===== src/rtl/serial_add_ctrl.sv =====
// Bit-serial adder controller: walks two WIDTH-bit operands through a single
// fullAdder cell, LSB first, and presents a registered sum/carry-out with a done pulse.

module fullAdder (
    input  logic a,
    input  logic b,
    input  logic c,
    output logic sum,
    output logic carry
);
    assign sum   = a ^ b ^ c;
    assign carry = (a & b) | (c & (a ^ b));
endmodule

module serial_add_ctrl #(
    parameter int WIDTH = 8
) (
    input  logic             clk,
    input  logic             rst_n,
    input  logic             start,
    input  logic [WIDTH-1:0] a,
    input  logic [WIDTH-1:0] b,
    input  logic             cin,
    output logic             busy,
    output logic             done,
    output logic [WIDTH-1:0] sum,
    output logic             cout
);
    localparam int            CW       = $clog2(WIDTH);
    localparam logic [CW-1:0] LAST_BIT = CW'(WIDTH - 1);

    if (WIDTH < 2) begin : g_width_check
        $error("serial_add_ctrl: WIDTH must be at least 2");
    end

    typedef enum logic [1:0] {
        S_IDLE,
        S_RUN,
        S_DONE
    } state_t;

    state_t           r_state;
    state_t           w_state_nxt;
    logic [WIDTH-1:0] r_a_sh;
    logic [WIDTH-1:0] r_b_sh;
    logic [WIDTH-1:0] r_res_sh;
    logic [WIDTH-1:0] r_sum;
    logic             r_cout;
    logic             r_carry;
    logic [CW-1:0]    r_cnt;
    logic             w_fa_sum;
    logic             w_fa_carry;
    logic             w_accept;
    logic             w_run;
    logic             w_last;
    logic [WIDTH-1:0] w_res_shifted;

    fullAdder u_fa (
        .a    (r_a_sh[0]),
        .b    (r_b_sh[0]),
        .c    (r_carry),
        .sum  (w_fa_sum),
        .carry(w_fa_carry)
    );

    // A request is honoured from IDLE and also from DONE, which gives back-to-back throughput.
    assign w_run         = (r_state == S_RUN);
    assign w_accept      = start && !w_run;
    assign w_last        = w_run && (r_cnt == LAST_BIT);
    assign w_res_shifted = {w_fa_sum, r_res_sh[WIDTH-1:1]};

    // NOTE: every variable driven here gets a default first, so no path can infer a latch.
    always_comb begin
        w_state_nxt = r_state;
        case (r_state)
            S_IDLE:  if (start) w_state_nxt = S_RUN;
            S_RUN:   if (r_cnt == LAST_BIT) w_state_nxt = S_DONE;
            S_DONE:  w_state_nxt = start ? S_RUN : S_IDLE;
            default: w_state_nxt = S_IDLE;
        endcase
    end

    // NOTE: state uses non-blocking assignments so every flop samples pre-edge values.
    always_ff @(posedge clk or negedge rst_n) begin
        if (!rst_n) begin
            r_state <= S_IDLE;
        end else begin
            r_state <= w_state_nxt;
        end
    end

    // NOTE: the whole datapath is reset so an abandoned operation leaves nothing stale behind.
    always_ff @(posedge clk or negedge rst_n) begin
        if (!rst_n) begin
            r_a_sh   <= '0;
            r_b_sh   <= '0;
            r_res_sh <= '0;
            r_carry  <= 1'b0;
            r_cnt    <= '0;
            r_sum    <= '0;
            r_cout   <= 1'b0;
        end else if (w_accept) begin
            r_a_sh  <= a;
            r_b_sh  <= b;
            r_carry <= cin;
            r_cnt   <= '0;
        end else if (w_run) begin
            r_a_sh   <= {1'b0, r_a_sh[WIDTH-1:1]};
            r_b_sh   <= {1'b0, r_b_sh[WIDTH-1:1]};
            r_res_sh <= w_res_shifted;
            r_carry  <= w_fa_carry;
            r_cnt    <= r_cnt + CW'(1);
            if (w_last) begin
                r_sum  <= w_res_shifted;
                r_cout <= w_fa_carry;
            end
        end
    end

    assign busy = w_run;
    assign done = (r_state == S_DONE);
    assign sum  = r_sum;
    assign cout = r_cout;

endmodule


===== config.mk =====
export PLATFORM = sky130hd
export DESIGN_NAME = serial_add_ctrl
export DESIGN_NICKNAME = d
export VERILOG_FILES = /design/src/rtl/serial_add_ctrl.sv
export SDC_FILE = /design/constraint.sdc
export NUM_CORES = 1
export LEC_CHECK = 0
export CAP_MARGIN = 20
export CORE_UTILIZATION = 39
export CTS_BUF_LIST = sky130_fd_sc_hd__clkbuf_8
export DETAILED_ROUTE_END_ITERATION = 16
export GPL_TIMING_DRIVEN = 1
export PLACE_DENSITY = 0.61
export SLEW_MARGIN = 20
export SYNTH_ARGS = -nofsm -noshare
export SYNTH_HDL_FRONTEND = slang
export SYNTH_SLANG_ARGS = --single-unit

===== constraint.sdc =====
create_clock -name clk -period 2.7 [get_ports clk]
set_input_delay 0.27 -clock clk [delete_from_list [all_inputs] [get_ports clk]]
set_output_delay 0.27 -clock clk [all_outputs]
set_load 0.1 [all_outputs]

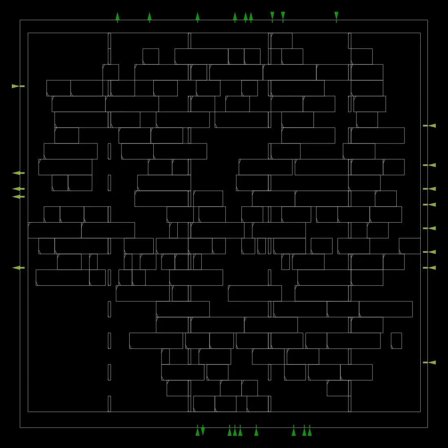
**Above:** run 1 (placement view).
Finished Core Util: 49.8%
Core ar.: 0.00441 sq mm

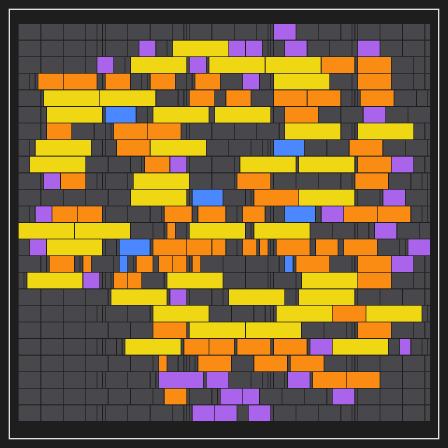
**Above:** run 1 (cells coloured by class).
Fill, decap, tap and diode cells in grey.
Purple is remaining buffers and delay cells, cells 33, share of their area 14%. Yellow is sequential cells, cells 38, share of their area 45%. Blue is clock drivers and dummy loads, cells 7, share of their area 3.6%. Orange is combinational and other logic, cells 66, share of their area 38%.
row cnt: 24
design area: 0.00220 sq mm
flop share of the area: 43.3%

==> ci_impl_report.md, run 1 <==
### Yosys + OpenROAD results

| Metric | Value |
|---|---|
| Setup repair bufs after CTS | `0` |
| Final #Nets | `167` |
| Max Cap Violations | `0` |
| Max-slew violations | `0` |
| Register area share after synthesis | `52.4%` |
| Setup slack after placement | `907 ps` |
| Mux area share | `38.2%` |
| Required @ worst endpoint | `2430 ps` |
| Simple-Gate Area Share | `2.55%` |
| Post-DP Area | `0.00212 sq mm` |
| First-pass GRT wire length | `5000 um` |
| WHS | `81.6 ps` |
| OpenROAD warnings | `26` |
| Clock Tree Buf Depth | `2` |
| YS warnings | `0` |
| Sw Ratio | `41.0%` |
| Clock buf count | `5` |
| Xor/xnor share | `0%` |
| Rel. slew slack | `45.4%` |
| Unique cell types | `14` |
| P&R area growth vs syn | `21.1%` |
| Crit-path slowest cell | `dfrtp_1` |
| TritonRoute pass-1 iters | `4` |
| Cells on worst reg2reg path | `4` |
| Final Skew | `6.28 ps` |
| Fraction of registers with async set/reset | `100%` |
| Registers | `38` |
| Post-CTS Hold Buffers | `0` |
| Post-CTS Resized | `0` |
| Signal buffers share of area | `13.8%` |
| Cell Chain, Critical Path | `nand2b_1 -> inv_1 -> buf_12` |
| Crit path time final | `1810 ps` |
| EDFF count, synth | `0` |
| Ant diodes | `0` |
| Hpwl dp | `2000 um` |
| Chip area | `0.00493 sq mm` |
| Reg-to-reg startpoint | `r_cnt[0]$_DFFE_PN0P_` |
| Finished Layout Cells | `196` |
| Grt total ovfl | `0` |
| Sequential group share of total power | `34.4%` |
| Yosys synthesis chip area | `0.00182 sq mm` |
| Fp_density | `41.1%` |
| DRC | `0` |
| Outcome | `completed` |
| Crit Path Class | `flop to output pin` |
| ClkCell Share | `3.47%` |
| Ao+oa area frac | `0.345%` |
| Routability-driven placement congestion ratio | `0.700` |
| Syn nets | `133` |
| Starting DRC count in detailed routing | `27` |
| Post-DRT Antenna Nets | `0` |
| Yosys Instances | `110` |
| Logic family by area | `multiplexers` |
| Final Hold Viols | `0` |
| Power, Total | `2.89 mW` |
| RSZ-0062 raised after global routing | `false` |
| Static leakage | `1.08 nW` |
| Port Buffers | `30` |
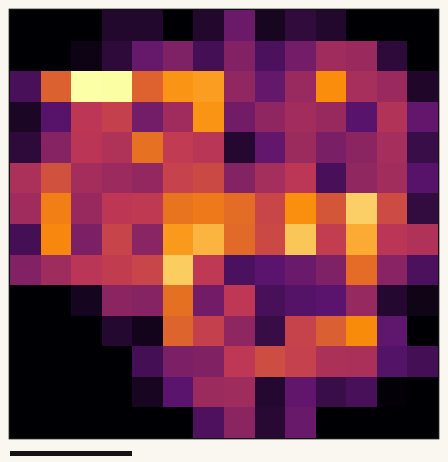
**Above:** run 1 (signal metal coverage by tile).
Scale bar: 20 um. The die is cut into 14 by 14 equal tiles; black is low, pale yellow is high, scaled to the fullest tile. Values are wire area over tile area, all layers added.
The emptiest ninth of the die: bottom left. The densest ninth of the die: middle. 18% of the tiles are nearly empty.
average wire per standard cell: 14.6 um
detailed-route wire length: 2860 um
via count: 941
GRT Overall Usage: 13.0%

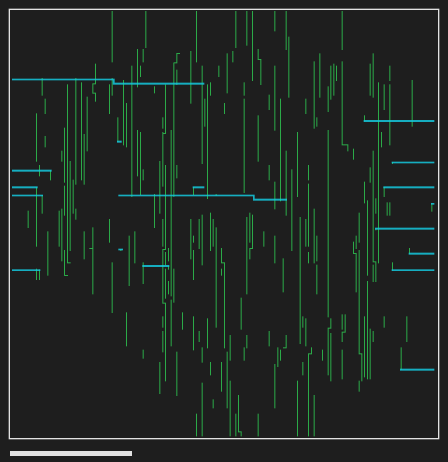
**Above:** run 1 (signal wires by layer).
Scale bar: 20 um. Only two layers are drawn.
Cyan is metal 3, wire length 137 um. Green is metal 2, wire length 1350 um.

==> run 1: layer usage <==
layer  global-route usage, %  vias to the layer above  share of wire, %
met1                    18.2                      469                47
met2                    19.0                       19                47
met5                       0                        -                 0
li1                        -                      448                 -
met3                    3.90                        5               4.8
met4                    4.67                        0               1.2
==> run 1: power by group through the flow <==
stage,sequential [mW],combinational [mW],clock (mW)
finish,0.996,1.56,0.340
floorplan,1.42,0.853,0
global route,1.03,1.64,0.381
global placement,0.997,1.55,0
CTS,1.00,1.58,0.360
detailed placement,1.01,1.57,0
==> run 1: worst reg2reg max path: stages, from the launching register on <==
cell and delay, ps:
dfrtp_1 400, ha_1 210, ha_1 200, nand3b_1 380, mux2_2 390
**Run 1: where the registers sit**

Other sequential cells in the stronger grey, the rest of the logic in the fainter grey.
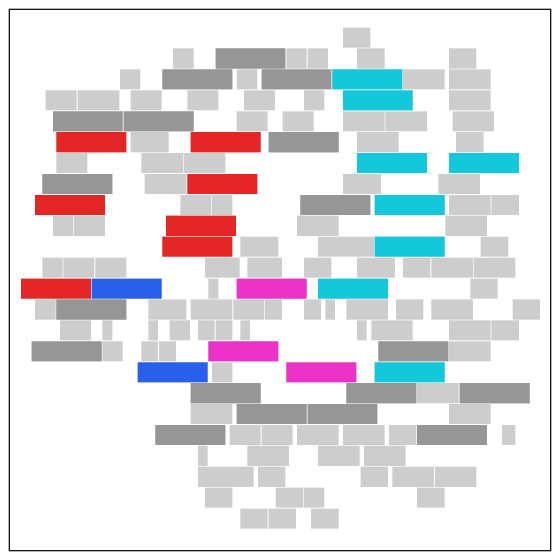

==> run 2: changes to the inputs <==
--- a/config.mk
+++ b/config.mk
@@ -10,7 +10,7 @@
 export CTS_BUF_LIST = sky130_fd_sc_hd__clkbuf_8
 export DETAILED_ROUTE_END_ITERATION = 16
 export GPL_TIMING_DRIVEN = 1
-export PLACE_DENSITY = 0.61
+export PLACE_DENSITY = 0.63
 export SLEW_MARGIN = 20
 export SYNTH_ARGS = -nofsm -noshare
 export SYNTH_HDL_FRONTEND = slang
==> constraint.sdc (replaced) <==
create_clock -name clk -period 1.6 [get_ports clk]
set_input_delay 0.16 -clock clk [delete_from_list [all_inputs] [get_ports clk]]
set_output_delay 0.16 -clock clk [all_outputs]
set_load 0.1 [all_outputs]
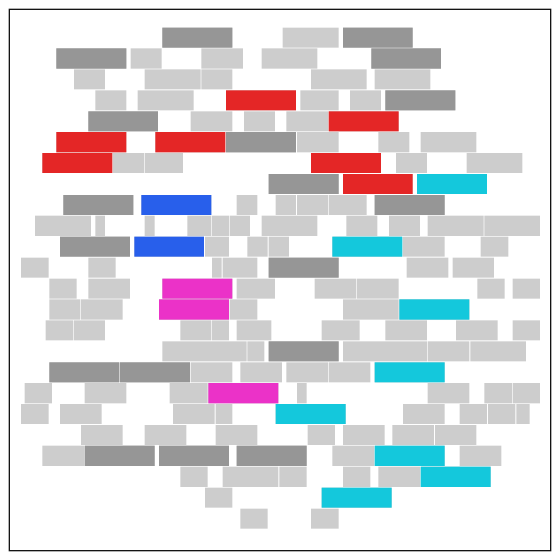
**Above:** run 2 (where the registers sit).
Other sequential cells in the stronger grey, the rest of the logic in the fainter grey.
Blue is r_state, sequential cells 2. Red is r_res_sh, sequential cells 7. Cyan is r_b_sh, sequential cells 8. Magenta is r_cnt, sequential cells 3.
Another 18 sequential cells are not coloured.
flop share of the area: 38.5%
Flop area: 951 sq um
sequential power: 1.74 mW
Finished Core Util: 55.9%

==> ci_impl_report.md, run 2 <==
### Yosys + OpenROAD results

| Metric | Value |
|---|---|
| ClkCell Share | `5.78% (was 3.47%)` |
| Clock Tree Buf Depth | `2 (unchanged)` |
| Setup repair bufs after CTS | `0 (unchanged)` |
| Unique cell types | `14 (unchanged)` |
| Design area | `0.00247 sq mm (was 0.00220 sq mm)` |
| Max Used Layer | `met4 (unchanged)` |
| WL met2 | `1380 um (was 1350 um)` |
| Registers | `38 (unchanged)` |
| Routability-driven placement congestion ratio | `0.670 (was 0.700)` |
| Finished Layout Cells | `201 (was 196)` |
| Final #Nets | `171 (was 167)` |
| Ao+oa area frac | `0.345% (unchanged)` |
| Post-CTS Hold Buffers | `1 (was 0)` |
| WL met1 | `1410 um (was 1340 um)` |
| Signal buffers share of area | `20.2% (was 13.8%)` |
| Cell Chain, Critical Path | `ha_1 -> ha_1 -> nand3b_1 -> buf_4 -> mux2_2 (was nand2b_1 -> inv_1 -> buf_12)` |
| Combinational power | `2.98 mW (was 1.56 mW)` |
| Final Skew | `6.72 ps (was 6.28 ps)` |
| Max-slew violations | `0 (unchanged)` |
| Final Hold Viols | `0 (unchanged)` |
| Largest power group | `combinational logic (unchanged)` |
| Sw Ratio | `37.1% (was 41.0%)` |
| GRT Overall Usage | `14.2% (was 13.0%)` |
| Core ar. | `0.00441 sq mm (unchanged)` |
| Post-DP Area | `0.00232 sq mm (was 0.00212 sq mm)` |
| Hpwl dp | `2110 um (was 2000 um)` |
| Ant diodes | `0 (unchanged)` |
| Clock buf count | `6 (was 5)` |
| Crit Path Class | `flop to flop (was flop to output pin)` |
| Post-DRT Antenna Nets | `0 (unchanged)` |
| RSZ-0062 raised after global routing | `false (unchanged)` |
| Met3 usage | `4.33% (was 3.90%)` |
| OpenROAD warnings | `27 (was 26)` |
| Crit-path slowest cell | `dfrtp_1 (unchanged)` |
| YS warnings | `0 (unchanged)` |
| DRC | `0 (unchanged)` |
| Register area share after synthesis | `52.4% (unchanged)` |
| Required @ worst endpoint | `1770 ps (was 2430 ps)` |
| Xor/xnor share | `0% (unchanged)` |
| Simple-Gate Area Share | `2.55% (unchanged)` |
| Mux area share | `38.2% (unchanged)` |
| WHS | `352 ps (was 81.6 ps)` |
| Via count | `964 (was 941)` |
| Post-CTS Resized | `0 (unchanged)` |
| Yosys Instances | `110 (unchanged)` |
| P&R area growth vs syn | `36.0% (was 21.1%)` |
| Chip area | `0.00493 sq mm (unchanged)` |
| Reg-to-reg startpoint | `r_cnt[0]$_DFFE_PN0P_ (unchanged)` |
| GRT met2 Usage | `20.8% (was 19.0%)` |
| CP endpoint kind | `flop (was output pin)` |
| Static leakage | `1.17 nW (was 1.08 nW)` |
| Grt total ovfl | `0 (unchanged)` |
| Logic family by area | `multiplexers (unchanged)` |
| Power, Total | `5.71 mW (was 2.89 mW)` |
| Outcome | `completed (unchanged)` |
| Row cnt | `24 (unchanged)` |
| GRT met1 Usage | `19.1% (was 18.2%)` |
| Gr busiest metal | `met2 (unchanged)` |
| Cells on worst reg2reg path | `5 (was 4)` |
| Fp_density | `41.1% (unchanged)` |
| Detailed-route wire length | `3000 um (was 2860 um)` |
run 2: cell counts after synthesis:
No cell type changed its count.
run 2: worst max-delay path: cells and delay by family (launching register included):
| kind | cells | cell delay [ps] |
|---|---|---|
| fa+ha+maj | 2 | 410 |
| flops | 1 | 410 |
| mux | 1 | 330 |
| buf+inv | 1 | 150 |
| simple gates | 1 | 110 |
run 2: worst min-delay path by stage:
stage | startpoint | endpoint | slack [ps]
floorplan | rst_n | cout$_DFFE_PN0P_ | -140
global placement | rst_n | r_b_sh[4]$_DFFE_PN0P_ | 140
detailed placement | rst_n | r_b_sh[4]$_DFFE_PN0P_ | 150
CTS | rst_n | r_state[1]$_DFFE_PN0P_ | 360
global route | rst_n | r_state[0]$_DFFE_PN0P_ | 380
finish | rst_n | r_b_sh[4]$_DFFE_PN0P_ | 350
No activity file was given, so power comes from the tool's default toggle rates.
